**Placed standard cells**

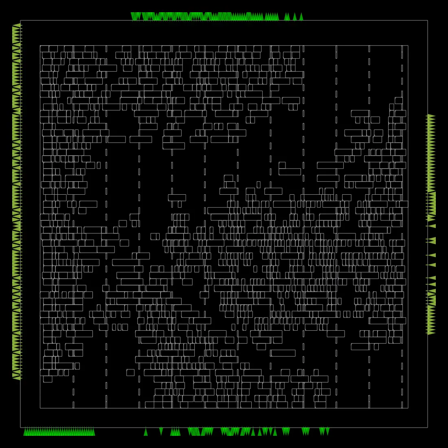
**Ports around the boundary**

Scale: 3 px per µm. Pins as bars across the die edge, other pins in grey.
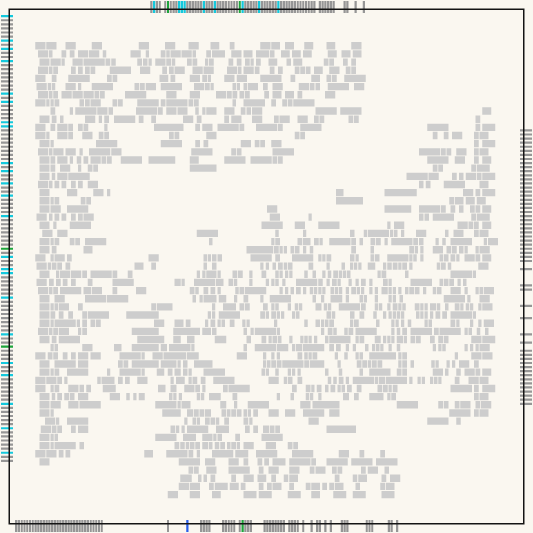
## config.mk

```make
export PLATFORM = sky130hd
export DESIGN_NAME = debug_scan_ctrl
export DESIGN_NICKNAME = d
export VERILOG_FILES = /design/src/rtl/debug_scan_ctrl.sv
export SDC_FILE = /design/constraint.sdc
export NUM_CORES = 1
export LEC_CHECK = 0
export ABC_AREA = 1
export CAP_MARGIN = 20
export CORE_MARGIN = 8
export CORE_UTILIZATION = 26
export DETAILED_ROUTE_END_ITERATION = 16
export GPL_TIMING_DRIVEN = 0
export PLACE_DENSITY = 0.66
export REMOVE_ABC_BUFFERS = 1
export SLEW_MARGIN = 20
export SYNTH_ARGS = -nofsm -noshare
export SYNTH_HDL_FRONTEND = slang
export SYNTH_SLANG_ARGS = --single-unit
```

## constraint.sdc

```tcl
create_clock -name clk -period 2.3 [get_ports clk]
set_input_delay 0.23 -clock clk [delete_from_list [all_inputs] [get_ports clk]]
set_output_delay 0.23 -clock clk [all_outputs]
set_load 0.02 [all_outputs]
```

## src/rtl/debug_scan_ctrl.sv

```systemverilog
// Debug scan controller: walks RF/DM/IM debug read ports and streams tagged words out over valid/ready.
// Optional PC header word enabled by defining DEBUG_SCAN_PC_HEADER_EN.
module debug_scan_ctrl #(
  parameter int ADDR_STEP = 4,
  parameter int CNT_W     = 6
) (
  input  logic             clk,
  input  logic             rst,
  input  logic             start,
  input  logic [1:0]       sel,
  input  logic [31:0]      base_addr,
  input  logic [CNT_W-1:0] count,
  output logic [4:0]       Show_RF_Addr,
  output logic [31:0]      Show_DM_Addr,
  output logic [31:0]      Show_IM_Addr,
  input  logic [31:0]      Show_RF_Data,
  input  logic [31:0]      Show_DM_Data,
  input  logic [31:0]      Show_IM_Data,
  input  logic [31:0]      Show_PC,
  output logic             out_valid,
  input  logic             out_ready,
  output logic [31:0]      out_data,
  output logic [31:0]      out_tag,
  output logic             busy,
  output logic             done
);

`ifdef DEBUG_SCAN_PC_HEADER_EN
  typedef enum logic [2:0] {S_IDLE, S_HDR, S_SETUP, S_SAMPLE, S_OUT, S_FIN} state_t;
`else
  typedef enum logic [2:0] {S_IDLE, S_SETUP, S_SAMPLE, S_OUT, S_FIN} state_t;
  logic unused_pc;
  assign unused_pc = ^Show_PC;
`endif

  typedef enum logic [1:0] {T_RF, T_DM, T_IM} tgt_t;

  state_t           state, nxt;
  tgt_t             tgt_q;
  logic [31:0]      addr;
  logic [31:0]      addr_nxt;
  logic [CNT_W-1:0] remaining;

  always_ff @(posedge clk) begin
    if (rst) state <= S_IDLE;
    else     state <= nxt;
  end

  always_comb begin
    nxt          = state;
    busy         = (state != S_IDLE);
    done         = (state == S_FIN);
    out_valid    = (state == S_OUT);
    Show_RF_Addr = '0;
    Show_DM_Addr = '0;
    Show_IM_Addr = '0;
`ifdef DEBUG_SCAN_PC_HEADER_EN
    if (state == S_HDR) out_valid = 1'b1;
`endif
    // Only the latched target sees the address; the other ports stay at zero.
    if (state != S_IDLE) begin
      case (tgt_q)
        T_DM:    Show_DM_Addr = addr;
        T_IM:    Show_IM_Addr = addr;
        default: Show_RF_Addr = addr[4:0];
      endcase
    end
    case (state)
      S_IDLE: if (start) begin
`ifdef DEBUG_SCAN_PC_HEADER_EN
        nxt = S_HDR;
`else
        nxt = (count == '0) ? S_FIN : S_SETUP;
`endif
      end
`ifdef DEBUG_SCAN_PC_HEADER_EN
      S_HDR:    if (out_ready) nxt = (remaining == '0) ? S_FIN : S_SETUP;
`endif
      S_SETUP:  nxt = S_SAMPLE;
      S_SAMPLE: nxt = S_OUT;
      S_OUT:    if (out_ready) nxt = (remaining == CNT_W'(1)) ? S_FIN : S_SETUP;
      S_FIN:    nxt = S_IDLE;
      default:  nxt = S_IDLE;
    endcase
  end

  // RF addresses wrap within 5 bits; memory addresses wrap modulo 2^32.
  always_comb begin
    if (tgt_q == T_RF) addr_nxt = {27'b0, addr[4:0] + 5'd1};
    else               addr_nxt = addr + 32'(ADDR_STEP);
  end

  always_ff @(posedge clk) begin
    if (rst) begin
      tgt_q     <= T_RF;
      addr      <= '0;
      remaining <= '0;
      out_data  <= '0;
      out_tag   <= '0;
    end else begin
      case (state)
        S_IDLE: if (start) begin
          remaining <= count;
          case (sel)
            2'b01: begin tgt_q <= T_DM; addr <= base_addr; end
            2'b10: begin tgt_q <= T_IM; addr <= base_addr; end
            default: begin tgt_q <= T_RF; addr <= {27'b0, base_addr[4:0]}; end
          endcase
`ifdef DEBUG_SCAN_PC_HEADER_EN
          out_data <= Show_PC;
          out_tag  <= 32'hFFFF_FFFF;
`endif
        end
        S_SAMPLE: begin
          out_tag <= addr;
          case (tgt_q)
            T_DM:    out_data <= Show_DM_Data;
            T_IM:    out_data <= Show_IM_Data;
            default: out_data <= Show_RF_Data;
          endcase
        end
        S_OUT: if (out_ready) begin
          remaining <= remaining - CNT_W'(1);
          if (remaining != CNT_W'(1)) addr <= addr_nxt;
        end
        default: ;
      endcase
    end
  end

endmodule
```

==> results.py <==
# Metrics from the implementation run
metrics = {
    "worst_hold_path": {
        "hp-class": "in -> reg",
    },
    "final_timing": {
        "setup_violations": 0,
        "relSlewSlack": 0.4406,
        "fin_crit_sh": 0.9500,
        "rsz0062_at_grt": "false",
    },
    "placement": {
        "dpl.hpwl_um": 19090,
        "port_buffers": 275,
    },
    "critical_path": {
        "start_kind": "flop",
        "crit_type": "reg -> out",
        "slowest_stage": "clkdlybuf4s50_1",
        "reg2reg_to": "addr[11]",
        "worstSetupPathDepth": 3,
        "r2r_slack_ns": 0.22,
        "end_kind": "output pin",
    },
    "power": {
        "vdd_drop_max_mv": 0.5044,
        "powerComb_mw": 4.51,
        "p_clk_frac": 0.195,
        "p_seq_mw": 2.86,
        "powerDensity_mw_per_mm2": 939.8,
        "pwr-share-comb": 0.492,
        "clk-power_mw": 1.78,
    },
    "logic_synthesis": {
        "synth.avg_cell_area_um2": 6.206,
        "ys_sh_simple": 0.3381,
        "synth.most_common_cell": "nand2_1",
        "synth-seq-area-share": 0.3427,
        "syn_area_mm2": 0.006250,
        "ys_sh_mux": 0,
        "ys_cells": 1007,
        "ys_sh_xor": 0.002803,
        "synth.yosys.warnings": 0,
        "synthAoiAreaFrac": 0.2090,
        "edf_count": 0,
        "async_flop_share": 0,
        "common_cells": "nand2_1 (209), o21ai_0 (147), nor2_1 (110)",
    },
    "cts": {
        "clk_pin_slew_ns": 0.08,
        "postCtsSetupBuffers": 5,
        "cts-buffers-inserted": 9,
        "cts_hold_buf": 0,
    },
    "route": {
        "drtIter0Drc": 469,
        "wl_met1_um": 10450,
        "ant_nets": 0,
    },
    "layout": {
        "regArea_mm2": 0.002143,
        "nets": 1423,
        "comb_area_frac": 0.3717,
        "clkbuf_count": 11,
        "reg_top3": "addr (32), out_data (32), out_tag (32)",
        "buffers": 288,
        "logic_area_mm2": 0.003621,
    },
    "die": {
        "fp_util": 0.2655,
        "chip_area_mm2": 0.02925,
    },
    "outcome": {
        "status": "finished, final reports clean",
    },
    "grt": {
        "grt_antenna_before_repair": 3,
        "grt_start_max_net_pins": 73,
        "grt_util_all_layers": 0.1757,
    },
}
-- 'placed standard cells' (at the start) --
row cnt: 56
flop share of the area: 0.2200
fillcell total: 2562
flip-flops: 107
Final Non-Filler Cells: 1568

-- 'ports around the boundary' (at the start) --
| port | colour | pins | direction | edge |
|---|---|---|---|---|
| `out_data` | cyan | 32 | output | 23 left, 9 top |
| `Show_RF_Addr` | green | 5 | output | 2 top, 2 left, 1 bottom |
| `busy` | blue | 1 | output | bottom |
all pins by edge: 110 left, 75 bottom, 69 top, 54 right

[worst register-to-register path: stages (launching register included)]
cell and delay [ns]:
dfxtp_1 0.45, inv_2 0.07, nand3_2 0.16, inv_8 0.16
nand2_2 0.15, nand3_4 0.20, nor2_4 0.49, nand2_1 0.10
a21oi_1 0.14, nor2_1 0.05
[placed cells by master (no fill, tap or decap), types with 3 or more instances in the layout]
| cell | count |
|---|---|
| ha_1 | 6 |
| clkbuf_16 | 9 |
| a21oi_1 | 104 |
| nor3_1 | 70 |
| buf_12 | 3 |
| o21ai_0 | 147 |
| inv_4 | 4 |
| clkinvlp_4 | 4 |
| dlygate4sd2_1 | 49 |
| nand2_1 | 209 |
| inv_1 | 64 |
| nor2_1 | 108 |
| nand4_1 | 8 |
| ha_4 | 3 |
| clkdlybuf4s50_1 | 206 |
| o21ai_1 | 6 |
| nor2_4 | 4 |
| nand3_1 | 81 |
| buf_4 | 5 |
| dlymetal6s2s_1 | 19 |
| dfxtp_1 | 106 |
[per-layer routing]
| layer | track usage | up-vias |
|---|---|---|
| met5 | 0 | - |
| met4 | 0.06314 | 2 |
| met3 | 0.06545 | 39 |
| met2 | 0.2961 | 317 |
| met1 | 0.2007 | 3326 |
| li1 | - | 3825 |
[stage by stage]
step,TNS [ns],std cells,hold slack (ns),setup slack [ns]
3_3_place_gp,-402.51,1535,0.4835,-3.964
2_1_floorplan,-142.24,941,0.2991,-2.071
5_1_grt,0,1568,0.4796,0.004400
3_5_place_dp,-30.78,1541,0.4944,-0.6568
6_report,0,1568,0.4538,0.1150
4_1_cts,0,1563,0.4325,0.0006577
No activity file was given, so power comes from the tool's default toggle rates.
